===== config.mk =====
export PLATFORM = sky130hd
export DESIGN_NAME = dmem_arbiter
export DESIGN_NICKNAME = d
export VERILOG_FILES = /design/src/rtl/dmem_arbiter.sv
export SDC_FILE = /design/constraint.sdc
export NUM_CORES = 1
export LEC_CHECK = 0
export CORE_MARGIN = 3
export CORE_UTILIZATION = 36
export DETAILED_ROUTE_END_ITERATION = 8
export PLACE_DENSITY_LB_ADDON = 0.1
export SYNTH_ARGS = -nofsm -noshare
export SYNTH_HDL_FRONTEND = slang
export SYNTH_SLANG_ARGS = --single-unit

===== constraint.sdc =====
create_clock -name clk -period 2.1 [get_ports clk]
set_input_delay 0.42 -clock clk [delete_from_list [all_inputs] [get_ports clk]]
set_output_delay 0.42 -clock clk [all_outputs]
set_load 0.03 [all_outputs]

===== src/rtl/dmem_arbiter.sv =====
// dmem_arbiter: shares a single-ported data memory between two requesters.
//   Port A (load/store stage) and port B (debug/DMA) each present
//   req/we/addr/wdata and get back a one-cycle gnt pulse, plus rvalid/rdata
//   for reads. At most one command per cycle is issued on mem_*. Contention
//   alternates fairly between the ports. Read data (one-cycle memory latency)
//   is routed back to the port that issued the read.
// Ports:
//   clk, rst (async, active-low)
//   a_req/a_we/a_addr/a_wdata -> a_gnt/a_rvalid/a_rdata   (port A)
//   b_req/b_we/b_addr/b_wdata -> b_gnt/b_rvalid/b_rdata   (port B)
//   mem_rd_en/mem_wr_en/mem_addr/mem_wr_data -> memory; mem_read_data <- memory
module dmem_arbiter #(
  parameter int BUS_WIDTH = 16
) (
  input  logic                 clk,
  input  logic                 rst,
  input  logic                 a_req,
  input  logic                 a_we,
  input  logic [BUS_WIDTH-1:0] a_addr,
  input  logic [BUS_WIDTH-1:0] a_wdata,
  output logic                 a_gnt,
  output logic                 a_rvalid,
  output logic [BUS_WIDTH-1:0] a_rdata,
  input  logic                 b_req,
  input  logic                 b_we,
  input  logic [BUS_WIDTH-1:0] b_addr,
  input  logic [BUS_WIDTH-1:0] b_wdata,
  output logic                 b_gnt,
  output logic                 b_rvalid,
  output logic [BUS_WIDTH-1:0] b_rdata,
  output logic                 mem_rd_en,
  output logic                 mem_wr_en,
  output logic [BUS_WIDTH-1:0] mem_addr,
  output logic [BUS_WIDTH-1:0] mem_wr_data,
  input  logic [BUS_WIDTH-1:0] mem_read_data
);

  logic last;   // last port granted: 0=A, 1=B
  logic elig_a, elig_b, sel_vld, sel_b;

  // A port whose gnt is showing is still dropping its req; skip it this cycle.
  assign elig_a  = a_req & ~a_gnt;
  assign elig_b  = b_req & ~b_gnt;
  assign sel_vld = elig_a | elig_b;
  // B wins when it alone is eligible, or on contention when A went last.
  assign sel_b   = elig_b & (~elig_a | ~last);

  // Issue stage
  always_ff @(posedge clk or negedge rst) begin
    if (!rst) begin
      last        <= 1'b1;   // A wins the first contention after reset
      a_gnt       <= 1'b0;
      b_gnt       <= 1'b0;
      mem_rd_en   <= 1'b0;
      mem_wr_en   <= 1'b0;
      mem_addr    <= '0;
      mem_wr_data <= '0;
    end else if (sel_vld) begin
      last        <= sel_b;
      a_gnt       <= ~sel_b;
      b_gnt       <= sel_b;
      mem_addr    <= sel_b ? b_addr  : a_addr;
      mem_wr_data <= sel_b ? b_wdata : a_wdata;
      mem_wr_en   <= sel_b ? b_we    : a_we;
      mem_rd_en   <= sel_b ? ~b_we   : ~a_we;
    end else begin
      // idle: address/data hold, enables and grants drop
      a_gnt     <= 1'b0;
      b_gnt     <= 1'b0;
      mem_rd_en <= 1'b0;
      mem_wr_en <= 1'b0;
    end
  end

  // Return stage: tag the read with the port that owned the issue slot.
  always_ff @(posedge clk or negedge rst) begin
    if (!rst) begin
      a_rvalid <= 1'b0;
      b_rvalid <= 1'b0;
    end else begin
      a_rvalid <= a_gnt & mem_rd_en;
      b_rvalid <= b_gnt & mem_rd_en;
    end
  end

  assign a_rdata = a_rvalid ? mem_read_data : '0;
  assign b_rdata = b_rvalid ? mem_read_data : '0;

endmodule


**Run 1: I/O nets highlighted**

(3 px per um)
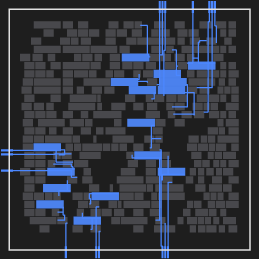
[blue] mem_wr_data | direction: output | end cells: 16 | buffers: 16 | wire: 531 um
I/O pin count: 156
total of buffers placed on input and output ports: 155

**Run 1: selected gate families**

(6 px per um)
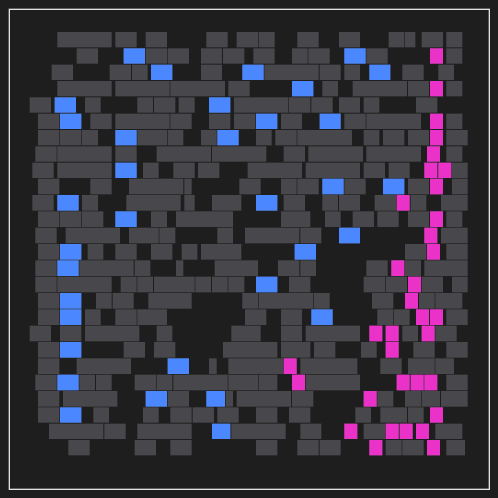
[magenta] AND and OR gates | cells: 34 | where: a column on the right
[blue] AND-OR and OR-AND gates | cells: 34
multi-input gate share of total cell area: 23.4%
Layout Cells excl Fill: 393
most common library cell in the layout ignoring fill and taps: clkdlybuf4s50_1

==> out/summary.log, run 1 <==
qor: run_status.run_status completed
qor: setup_path.reg2reg_from a_gnt
qor: setup_path.timing.critical_path.required 1.68 ns
qor: finish.area_of_combinational_cells_with_multiple_inputs 860 sq um
qor: finish.lay_top_cells clkdlybuf4s50_1, dfrtp_1, and2_1
qor: power_and_ir_drop.static-leakage-power 1.67 nW
qor: logic_synthesis.largest_area_cell dfrtp_1
qor: routing.wl_met3 760 um
qor: logic_synthesis.synth_nets 250
qor: timing.fin_skew 0.00770 ns
qor: finish.register_area 978 sq um
qor: power_and_ir_drop.seq_cell_power 1.03 mW
qor: routing.wl 6.50 mm
qor: routing.wl_met1 2.44 mm
qor: power_and_ir_drop.net-switching-power 1.11 mW
qor: finish.layout.clock.cell_area_share 2.83%
qor: finish.dominant-cell-class buffers
qor: timing.period_used_share 91.2%
qor: logic_synthesis.post_synth_tally_of_flip_flops_with_integrated_enable 0
qor: finish.signal_buffers 167
qor: die.floorplan.initialDensity 37.9%
qor: timing.setup_total_negative_slack 0 ns
qor: setup_path.cp_data_arrival_time 1.49 ns
qor: grt.gr-total-overflow 0
qor: power_and_ir_drop.combPwrFrac 48.4%
qor: clocking.cts_hold_repair_buffers 0
qor: setup_path.cp_slowest_cell clkdlybuf4s50_1
qor: logic_synthesis.cell_total_in_the_yosys_stat_output 164
qor: power_and_ir_drop.vdd.ir_drop.worst 0.000495 V
qor: logic_synthesis.logic_family simple AND/OR/NAND/NOR gates
qor: setup_path.critical-path-top-delay-family buffers and inverters
qor: grt.antenna_found_initial 0
qor: setup_path.worst-path-buf-inv 1
qor: finish.fraction_of_final_layout_cells_with_drive_strength_greater_than_1 15.2%
qor: die.core.rowCount 26
qor: clocking.clock-root-buffer clkbuf_8
qor: logic_synthesis.synth-adder-area-share 0%
qor: power_and_ir_drop.post-layout-total-power 3.07 mW
qor: placed_design.dp_worst_setup_slack -0.0134 ns
qor: timing.final_period_minus_worst_setup_slack 1.91 ns
qor: logic_synthesis.dominantRegCellSynth dfrtp_1
qor: power_and_ir_drop.fraction_of_power_spent_switching_nets 36.2%
qor: finish.post-route-util 71.0%
qor: setup_path.reg2reg_slack 0.58 ns
qor: power_and_ir_drop.comb_pwr 1.49 mW
qor: routing.first_pass_iters 4
qor: logic_synthesis.ys_top_cells_by_count dfrtp_1, and2_1, a221o_1, nor3b_1, buf_2
qor: placed_design.numPlacedInstances 385
qor: clocking.cts_repair_resize_count 4
qor: grt.first_pass_grt_wire_length 9.64 mm
qor: setup_path.startpoint b_rvalid
qor: power_and_ir_drop.pwr.group.clock 0.556 mW
qor: finish.fillers 409
qor: finish.n_sequential_cell 39
qor: logic_synthesis.synth_cell_types 16
qor: die.core 5170 sq um
qor: power_and_ir_drop.power.density 836 nW/um^2
qor: power_and_ir_drop.power_top_consumer combinational logic
qor: min_path.hold_path.class in2async
qor: setup_path.setup.worst_path.end b_rvalid
qor: placed_design.dp_hpwl 5.03 mm
qor: logic_synthesis.top_area_share 48.6%
qor: setup_path.r2r_end mem_addr[5]
qor: setup_path.endpoint_kind output port
qor: power_and_ir_drop.clkPwrFrac 18.1%
qor: clocking.insertion_delay 0.29 ns
qor: setup_path.slowest_delay 0.71 ns
qor: timing.tightestPinTransition 0.500 ns
qor: routing.route.antenna.remaining_nets 0
qor: die.dieArea 6360 sq um
qor: logic_synthesis.yosys.area_share.xor_xnor 0%
qor: timing.worst_slew_margin_rel 66.6%
qor: routing.routed_via_density 5.04
qor: finish.area_delta_synth_final 87.6%
qor: grt.globalRouteMet2Util 33.7%
qor: run.openroad_warning_count 26
qor: timing.fin_hold_ws 0.166 ns
qor: logic_synthesis.post_synth_ao_oa_area_fraction 19.4%
qor: finish.finish.instance_area 3670 sq um
qor: clocking.setup_fix_buffers_added_after_clock_tree_synthesis 0
qor: power_and_ir_drop.seq_power_share 33.5%
qor: logic_synthesis.syn-mean-instance-area 11.9 sq um
qor: routing.drc_violations_left 0
qor: logic_synthesis.synthMuxAreaShare 0%
qor: logic_synthesis.synth.most_common_cell dfrtp_1
qor: logic_synthesis.numSynthFlops 39
qor: grt.global_route.usage.met1 22.4%
qor: setup_path.critical_path_cell_count 1
qor: routing.dr_total_vias 1980
qor: timing.clock.fmax 522 MHz
qor: timing.timing.final.hold_violations 0
qor: logic_synthesis.ys_top_cells_by_area dfrtp_1, a221o_1, nor3b_1, and2_1, buf_6
qor: routing.wl_met2 3.20 mm
qor: finish.net_count_of_the_finished_layout 408
qor: grt.grt.busiest_layer met2
qor: finish.clock_buffer_count 7
qor: grt.grt_max_degree 40
qor: logic_synthesis.postSynth.asyncResetShare 100%
qor: routing.top_layer met4
qor: finish.num_antenna_cells 0
qor: logic_synthesis.synthesis.area 1960 sq um
qor: routing.post_drt_wl_per_cell 16.5 um
qor: timing.setup_viol_count_final 0
qor: logic_synthesis.yosysWarnings 0
qor: setup_path.cp_cell_sequence clkdlybuf4s50_1
qor: grt.grtUsageTotal 19.5%
qor: clocking.clk_path_buf_depth 2
qor: placed_design.placed_area 3550 sq um
qor: finish.seq_area_share 26.6%
qor: setup_path.critPathLaunchType flop
qor: grt.grt_pass1_vias 1884
qor: finish.buffer_area_share 44.4%
qor: clocking.path_clk_slew 0.08 ns
qor: finish.reg.largest.list mem_addr: 16 flops, mem_wr_data: 16 flops
qor: power_and_ir_drop.p_int 1.96 mW
**Run 1: pin placement**

(6 px per um) Pins as bars across the die edge, other pins in gray.
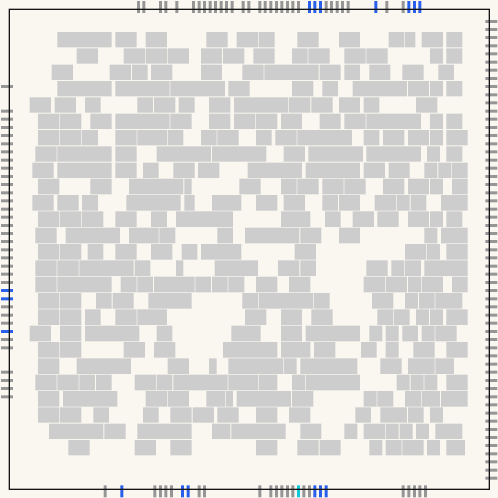
[blue] mem_wr_data | pins: 16 | direction: output | edge: 7 top, 6 bottom, 3 left
[cyan] a_gnt | pins: 1 | direction: output | edge: bottom
Die Ht: 79.8 um
horizontal die dimension: 79.8 um

==> run 1 -> run 2 <==
--- a/config.mk
+++ b/config.mk
@@ -5,8 +5,9 @@
 export SDC_FILE = /design/constraint.sdc
 export NUM_CORES = 1
 export LEC_CHECK = 0
+export ABC_AREA = 1
 export CORE_MARGIN = 3
-export CORE_UTILIZATION = 36
+export CORE_UTILIZATION = 40
 export DETAILED_ROUTE_END_ITERATION = 8
 export PLACE_DENSITY_LB_ADDON = 0.1
 export SYNTH_ARGS = -nofsm -noshare
**Run 2: pin placement**

(6 px per um) Pins as bars across the die edge, other pins in gray.
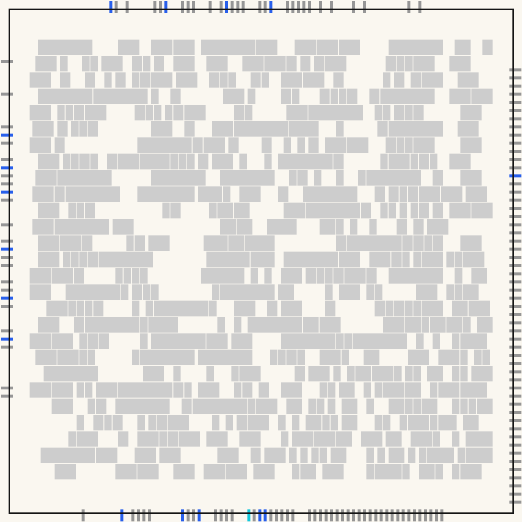
[cyan] a_gnt | pins: 1 | direction: output | edge: bottom
[blue] mem_wr_data | pins: 16 | direction: output | edge: 6 left, 5 bottom, 4 top, 1 right
all pins by edge: 54 right, 48 bottom, 29 top, 25 left
horizontal die dimension: 83.7 um
Die Ht: 83.7 um

==> run 2 against run 1 <==
  * Hold slack improved by 0.017 ns
  * First-iteration DRC count increased by 110%
  * Via count increased by 35%
  * Synthesized cell count increased by 110%
  * Critical path type unchanged
  * Largest cell class unchanged
==> out/summary.log, run 2 <==
qor: run_status.run_status completed
qor: power_and_ir_drop.power_top_consumer combinational logic
qor: logic_synthesis.post_synth_ao_oa_area_fraction 0.207% [-19 points]
qor: routing.post_drt_wl_per_cell 13.7 um [-17%]
qor: routing.dr_total_vias 2674 [+35%]
qor: power_and_ir_drop.combPwrFrac 54.2% [+5.8 points]
qor: setup_path.worst-path-buf-inv 2 [+1]
qor: routing.wl_met3 497 um [-35%]
qor: power_and_ir_drop.clkPwrFrac 14.2% [-3.9 points]
qor: die.dieArea 7010 sq um [+10%]
qor: setup_path.timing.critical_path.required 1.68 ns [about the same]
qor: finish.seq_area_share 24.3% [-2.4 points]
qor: grt.globalRouteMet2Util 39.0% [+5.3 points]
qor: power_and_ir_drop.pwr.group.clock 0.486 mW [-13%]
qor: routing.detailedRoute.firstIterationViolations 140
qor: placed_design.dp_worst_setup_slack 0.000579 ns [+0.0139 ns]
qor: grt.groute.layer.met3.usage 4.15%
qor: finish.fillers 498 [+22%]
qor: die.core 5680 sq um [+9.7%]
qor: grt.grtUsageTotal 22.4% [+2.9 points]
qor: logic_synthesis.logic_family simple AND/OR/NAND/NOR gates
qor: timing.setup_viol_count_final 0 [unchanged]
qor: logic_synthesis.synth_nets 431 [+72%]
qor: power_and_ir_drop.static-leakage-power 2.35 nW [+41%]
qor: power_and_ir_drop.power.density 850 nW/um^2 [+1.7%]
qor: timing.grt_setup_unrepaired no
qor: die.io_pins 156 [unchanged]
qor: setup_path.slowest_delay 0.67 ns [-0.04 ns]
qor: finish.post-route-util 70.9% [-0.077 points]
qor: setup_path.setup.worst_path.end b_rvalid
qor: finish.n_sequential_cell 39 [unchanged]
qor: finish.num_antenna_cells 0 [unchanged]
qor: clocking.path_clk_slew 0.07 ns [about the same]
qor: finish.sh_comb_area 25.0% [+1.6 points]
qor: clocking.cts_repair_resize_count 1 [-3]
qor: logic_synthesis.yosys.area_share.xor_xnor 0% [unchanged]
qor: logic_synthesis.synthMuxAreaShare 0% [unchanged]
qor: timing.worst_slew_margin_rel 65.5% [-1.1 points]
qor: clocking.cts_hold_repair_buffers 0 [unchanged]
qor: finish.buffer_area_share 39.6% [-4.9 points]
qor: power_and_ir_drop.vdd.ir_drop.worst 0.000524 V [+5.9%]
qor: power_and_ir_drop.post-layout-total-power 3.42 mW [+11%]
qor: placed_design.numPlacedInstances 561 [+46%]
qor: finish.dominant-cell-class buffers
qor: die.floorplan.initialDensity 42.6% [+4.7 points]
qor: logic_synthesis.numSynthFlops 39 [unchanged]
qor: finish.finish.instance_area 4030 sq um [+9.6%]
qor: logic_synthesis.ys_top_cells_by_area dfrtp_1, nand3_1, nand2_1, inv_1, nand3_2
qor: clocking.setup_fix_buffers_added_after_clock_tree_synthesis 0 [unchanged]
qor: finish.area_of_combinational_cells_with_multiple_inputs 1010 sq um [+17%]
qor: timing.clock.fmax 508 MHz [-2.8%]
qor: placed_design.port-buffer-count 155 [unchanged]
qor: setup_path.reg2reg_from b_gnt
qor: timing.period_used_share 93.7% [+2.6 points]
qor: power_and_ir_drop.fraction_of_power_spent_switching_nets 42.7% [+6.4 points]
qor: finish.layout.cells.non_filler 569 [+45%]
qor: clocking.clk_path_buf_depth 2 [unchanged]
qor: logic_synthesis.ys_top_cells_by_count nand2_1, nand3_1, inv_1
qor: clocking.clock-root-buffer clkbuf_8
qor: logic_synthesis.postSynth.asyncResetShare 100% [unchanged]
qor: setup_path.critical-path-top-delay-family buffers and inverters
qor: finish.signal_buffers 166 [-0.60%]
qor: run.openroad_warning_count 26 [unchanged]
qor: setup_path.critical_path_cell_count 2 [+1]
qor: setup_path.critPathLaunchType flop
qor: routing.wl_met1 3.25 mm [+33%]
qor: power_and_ir_drop.p_int 1.96 mW [+0.18%]
qor: power_and_ir_drop.comb_pwr 1.86 mW [+25%]
qor: setup_path.startpoint b_rvalid
qor: timing.setup_total_negative_slack 0 ns [unchanged]
qor: routing.drc_violations_left 0 [unchanged]
qor: routing.wl_met2 3.99 mm [+25%]
qor: finish.final_common_cell clkdlybuf4s50_1
qor: clocking.insertion_delay 0.29 ns [about the same]
qor: power_and_ir_drop.net-switching-power 1.46 mW [+31%]
qor: finish.layout.clock.cell_area_share 2.02% [-0.81 points]
qor: setup_path.cp_cell_sequence buf_4, clkdlybuf4s50_1
qor: setup_path.endpoint_kind output port
qor: finish.fraction_of_final_layout_cells_with_drive_strength_greater_than_1 12.3% [-2.9 points]
qor: power_and_ir_drop.seq_power_share 31.6% [-1.9 points]
qor: placed_design.placed_area 3930 sq um [+11%]
qor: die.core.rowCount 27 [+3.8%]
qor: grt.first_pass_grt_wire_length 12.9 mm [+34%]
qor: placed_design.dp_hpwl 5.80 mm [+15%]
qor: grt.grt_pass1_vias 2544 [+35%]
qor: routing.top_layer met4
qor: finish.register_area 977 sq um [-0.13%]
qor: logic_synthesis.synth.most_common_cell nand2_1
qor: timing.fin_ws 0.132 ns
qor: finish.clock_buffer_count 7 [unchanged]
qor: grt.grt.busiest_layer met2
qor: logic_synthesis.synth_cell_types 15 [-1]
qor: finish.area_delta_synth_final 66.6%
qor: logic_synthesis.syn-mean-instance-area 7.01 sq um [-41%]
qor: logic_synthesis.dominantRegCellSynth dfrtp_1
qor: timing.timing.final.hold_violations 0 [unchanged]
qor: timing.tightestPinTransition 0.517 ns [+0.0171 ns]
qor: setup_path.r2r_end a_gnt
qor: grt.antenna_found_initial 0 [unchanged]
qor: logic_synthesis.cell_total_in_the_yosys_stat_output 345 [+110%]
qor: timing.final_period_minus_worst_setup_slack 1.97 ns [+0.0542 ns]
qor: finish.lay_top_cells clkdlybuf4s50_1, nand2_1, nand3_1
qor: logic_synthesis.synthesis.area 2420 sq um [+23%]
qor: power_and_ir_drop.seq_cell_power 1.08 mW [+5%]
qor: logic_synthesis.synth-adder-area-share 0% [unchanged]
qor: grt.gr-total-overflow 0 [unchanged]
qor: logic_synthesis.largest_area_cell dfrtp_1
qor: routing.wl 7.79 mm [+20%]
qor: setup_path.reg2reg_slack 0.66 ns [+0.08 ns]
qor: finish.num-multi-input-gates 210
qor: timing.fin_skew 0.00361 ns [-0.00409 ns]
qor: finish.reg.largest.list mem_addr: 16 flops, mem_wr_data: 16 flops
qor: finish.net_count_of_the_finished_layout 582 [+43%]
qor: logic_synthesis.top_area_share 39.3% [-9.2 points]
qor: setup_path.cp_data_arrival_time 1.55 ns [+0.06 ns]
qor: routing.route.antenna.remaining_nets 0 [unchanged]
qor: setup_path.cp_slowest_cell clkdlybuf4s50_1
qor: min_path.hold_path.class in2async
==> run 2 -> run 3 <==
--- a/config.mk
+++ b/config.mk
@@ -9,6 +9,7 @@
 export CORE_MARGIN = 3
 export CORE_UTILIZATION = 40
 export DETAILED_ROUTE_END_ITERATION = 8
+export GPL_ROUTABILITY_DRIVEN = 0
 export PLACE_DENSITY_LB_ADDON = 0.1
 export SYNTH_ARGS = -nofsm -noshare
 export SYNTH_HDL_FRONTEND = slang
**Run 3: drive-strength map**

(6 px per um)
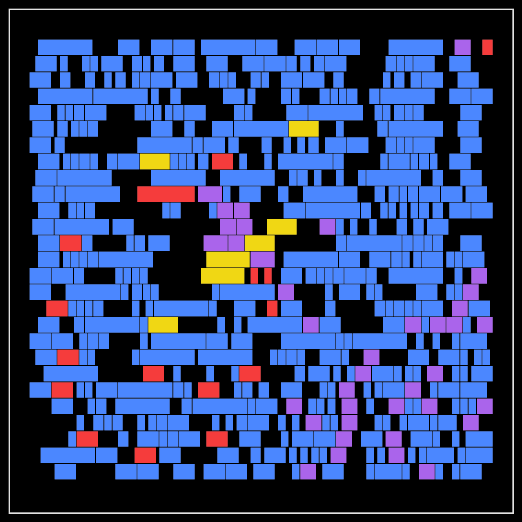
[blue] drive 1 or less | cells: 436
[yellow] drive 6 and up | cells: 7
[purple] drive 3 to 4 | cells: 38
[red] drive 2 | cells: 16
final cell area excluding filler cells: 4030 sq um
growth of design area from synthesis to finish: 66.6%

==> run 3 against run 2 <==
  * Clock-buffer cell count stayed put
  * Routed wire length stayed put
  * Cell area stayed put
  * Clock skew stayed put
  * Die size stayed put
  * Global-route usage stayed put
  * Critical endpoint unchanged
  * Largest cell class unchanged
  * Final cell count stayed put
  * Power stayed put
  * Sequential share of layout area stayed put
  * Area after synthesis stayed put
  * Register-to-register slack hardly changed
==> out/summary.log, run 3 <==
qor: logic_synthesis.post_synth_ao_oa_area_fraction 0.207% [unchanged]
qor: timing.worst_slew_margin_rel 65.5% [unchanged]
qor: grt.first_pass_grt_wire_length 12.9 mm [unchanged]
qor: setup_path.cp_slowest_cell clkdlybuf4s50_1
qor: grt.grtUsageTotal 22.4% [unchanged]
qor: setup_path.cp_cell_sequence buf_4, clkdlybuf4s50_1
qor: finish.area_of_combinational_cells_with_multiple_inputs 1010 sq um [unchanged]
qor: logic_synthesis.synthesis.area 2420 sq um [unchanged]
qor: setup_path.critical-path-top-delay-family buffers and inverters
qor: setup_path.reg2reg_from b_gnt
qor: min_path.hold_path.class in2async
qor: power_and_ir_drop.comb_pwr 1.86 mW [about the same]
qor: timing.grt_setup_unrepaired no
qor: timing.setup_total_negative_slack 0 ns [unchanged]
qor: logic_synthesis.logic_family simple AND/OR/NAND/NOR gates
qor: logic_synthesis.top_area_share 39.3% [unchanged]
qor: setup_path.r2r_end a_gnt
qor: logic_synthesis.synth.most_common_cell nand2_1
qor: die.dieArea 7010 sq um [unchanged]
qor: finish.seq_area_share 24.3% [unchanged]
qor: timing.setup_viol_count_final 0 [unchanged]
qor: finish.layout.clock.cell_area_share 2.02% [unchanged]
qor: timing.tightestPinTransition 0.517 ns [unchanged]
qor: logic_synthesis.ys_top_cells_by_count nand2_1, nand3_1, inv_1
qor: routing.post_drt_wl_per_cell 13.7 um [unchanged]
qor: grt.grt_pass1_vias 2544 [unchanged]
qor: routing.route.antenna.remaining_nets 0 [unchanged]
qor: run_status.run_status completed
qor: logic_synthesis.dominantRegCellSynth dfrtp_1
qor: clocking.insertion_delay 0.29 ns [about the same]
qor: power_and_ir_drop.seq_cell_power 1.08 mW [about the same]
qor: timing.period_used_share 93.7% [unchanged]
qor: routing.detailedRoute.firstIterationViolations 140 [unchanged]
qor: routing.wl_met1 3.25 mm [unchanged]
qor: power_and_ir_drop.seq_power_share 31.6% [about the same]
qor: setup_path.critPathLaunchType flop
qor: grt.grt.busiest_layer met2
qor: setup_path.slowest_delay 0.67 ns [about the same]
qor: die.dieHeight 83.7 um [unchanged]
qor: finish.layout.cells.non_filler 569 [unchanged]
qor: logic_synthesis.postSynth.asyncResetShare 100% [unchanged]
qor: clocking.clk_path_buf_depth 2 [unchanged]
qor: power_and_ir_drop.post-layout-total-power 3.42 mW [unchanged]
qor: finish.register_area 977 sq um [unchanged]
qor: clocking.setup_fix_buffers_added_after_clock_tree_synthesis 0 [unchanged]
qor: clocking.cts_hold_repair_buffers 0 [unchanged]
qor: clocking.path_clk_slew 0.07 ns [about the same]
qor: grt.globalRouteMet2Util 39.0% [unchanged]
qor: placed_design.dp_hpwl 5.80 mm [unchanged]
qor: grt.gr-total-overflow 0 [unchanged]
qor: finish.num-multi-input-gates 210 [unchanged]
qor: setup_path.timing.critical_path.required 1.68 ns [about the same]
qor: die.floorplan.initialDensity 42.6% [unchanged]
qor: power_and_ir_drop.combPwrFrac 54.2% [about the same]
qor: power_and_ir_drop.net-switching-power 1.46 mW [unchanged]
qor: finish.lay_top_cells clkdlybuf4s50_1, nand2_1, nand3_1
qor: power_and_ir_drop.p_int 1.96 mW [unchanged]
qor: power_and_ir_drop.static-leakage-power 2.35 nW [unchanged]
qor: logic_synthesis.largest_area_cell dfrtp_1
qor: finish.clock_buffer_count 7 [unchanged]
qor: routing.top_layer met4
qor: timing.fin_skew 0.00361 ns [unchanged]
qor: setup_path.cp_data_arrival_time 1.55 ns [about the same]
qor: setup_path.setup.worst_path.end b_rvalid
qor: logic_synthesis.syn-mean-instance-area 7.01 sq um [unchanged]
qor: setup_path.critical_path_cell_count 2 [unchanged]
qor: power_and_ir_drop.power.density 850 nW/um^2 [unchanged]
qor: die.core 5680 sq um [unchanged]
qor: power_and_ir_drop.pwr.group.clock 0.486 mW [about the same]
qor: routing.wl_met3 497 um [unchanged]
qor: placed_design.numPlacedInstances 561 [unchanged]
qor: grt.antenna_found_initial 0 [unchanged]
qor: grt.groute.layer.met3.usage 4.15% [unchanged]
qor: placed_design.port-buffer-count 155 [unchanged]
qor: clocking.clock-root-buffer clkbuf_8
qor: logic_synthesis.synth_cell_types 15 [unchanged]
qor: die.die_width 83.7 um [unchanged]
qor: routing.wl_met2 3.99 mm [unchanged]
qor: setup_path.endpoint_kind output port
qor: routing.wl 7.79 mm [unchanged]
qor: run.openroad_warning_count 26 [unchanged]
qor: setup_path.worst-path-buf-inv 2 [unchanged]

==> notes/layouts.md <==
Pictures saved along the way, in no particular order.

Placed standard cells.
Plate I
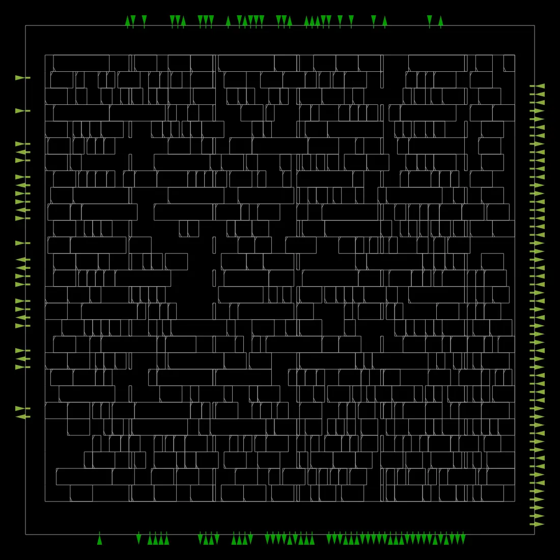
Plate II
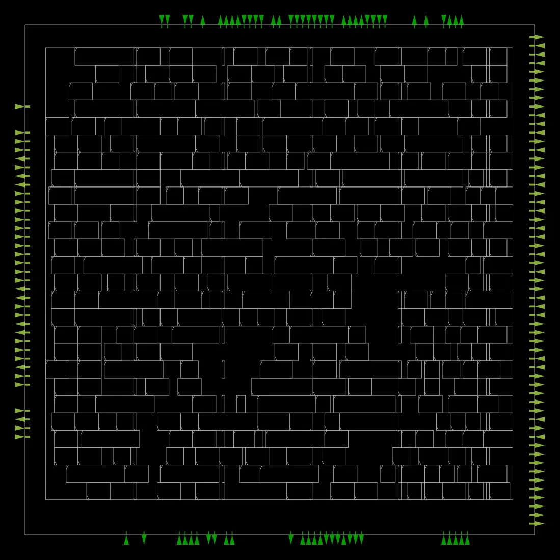
Plate II -> run 1
Plate I -> run 3
- most cells: Plate I

Power and IR drop assume default switching activity.
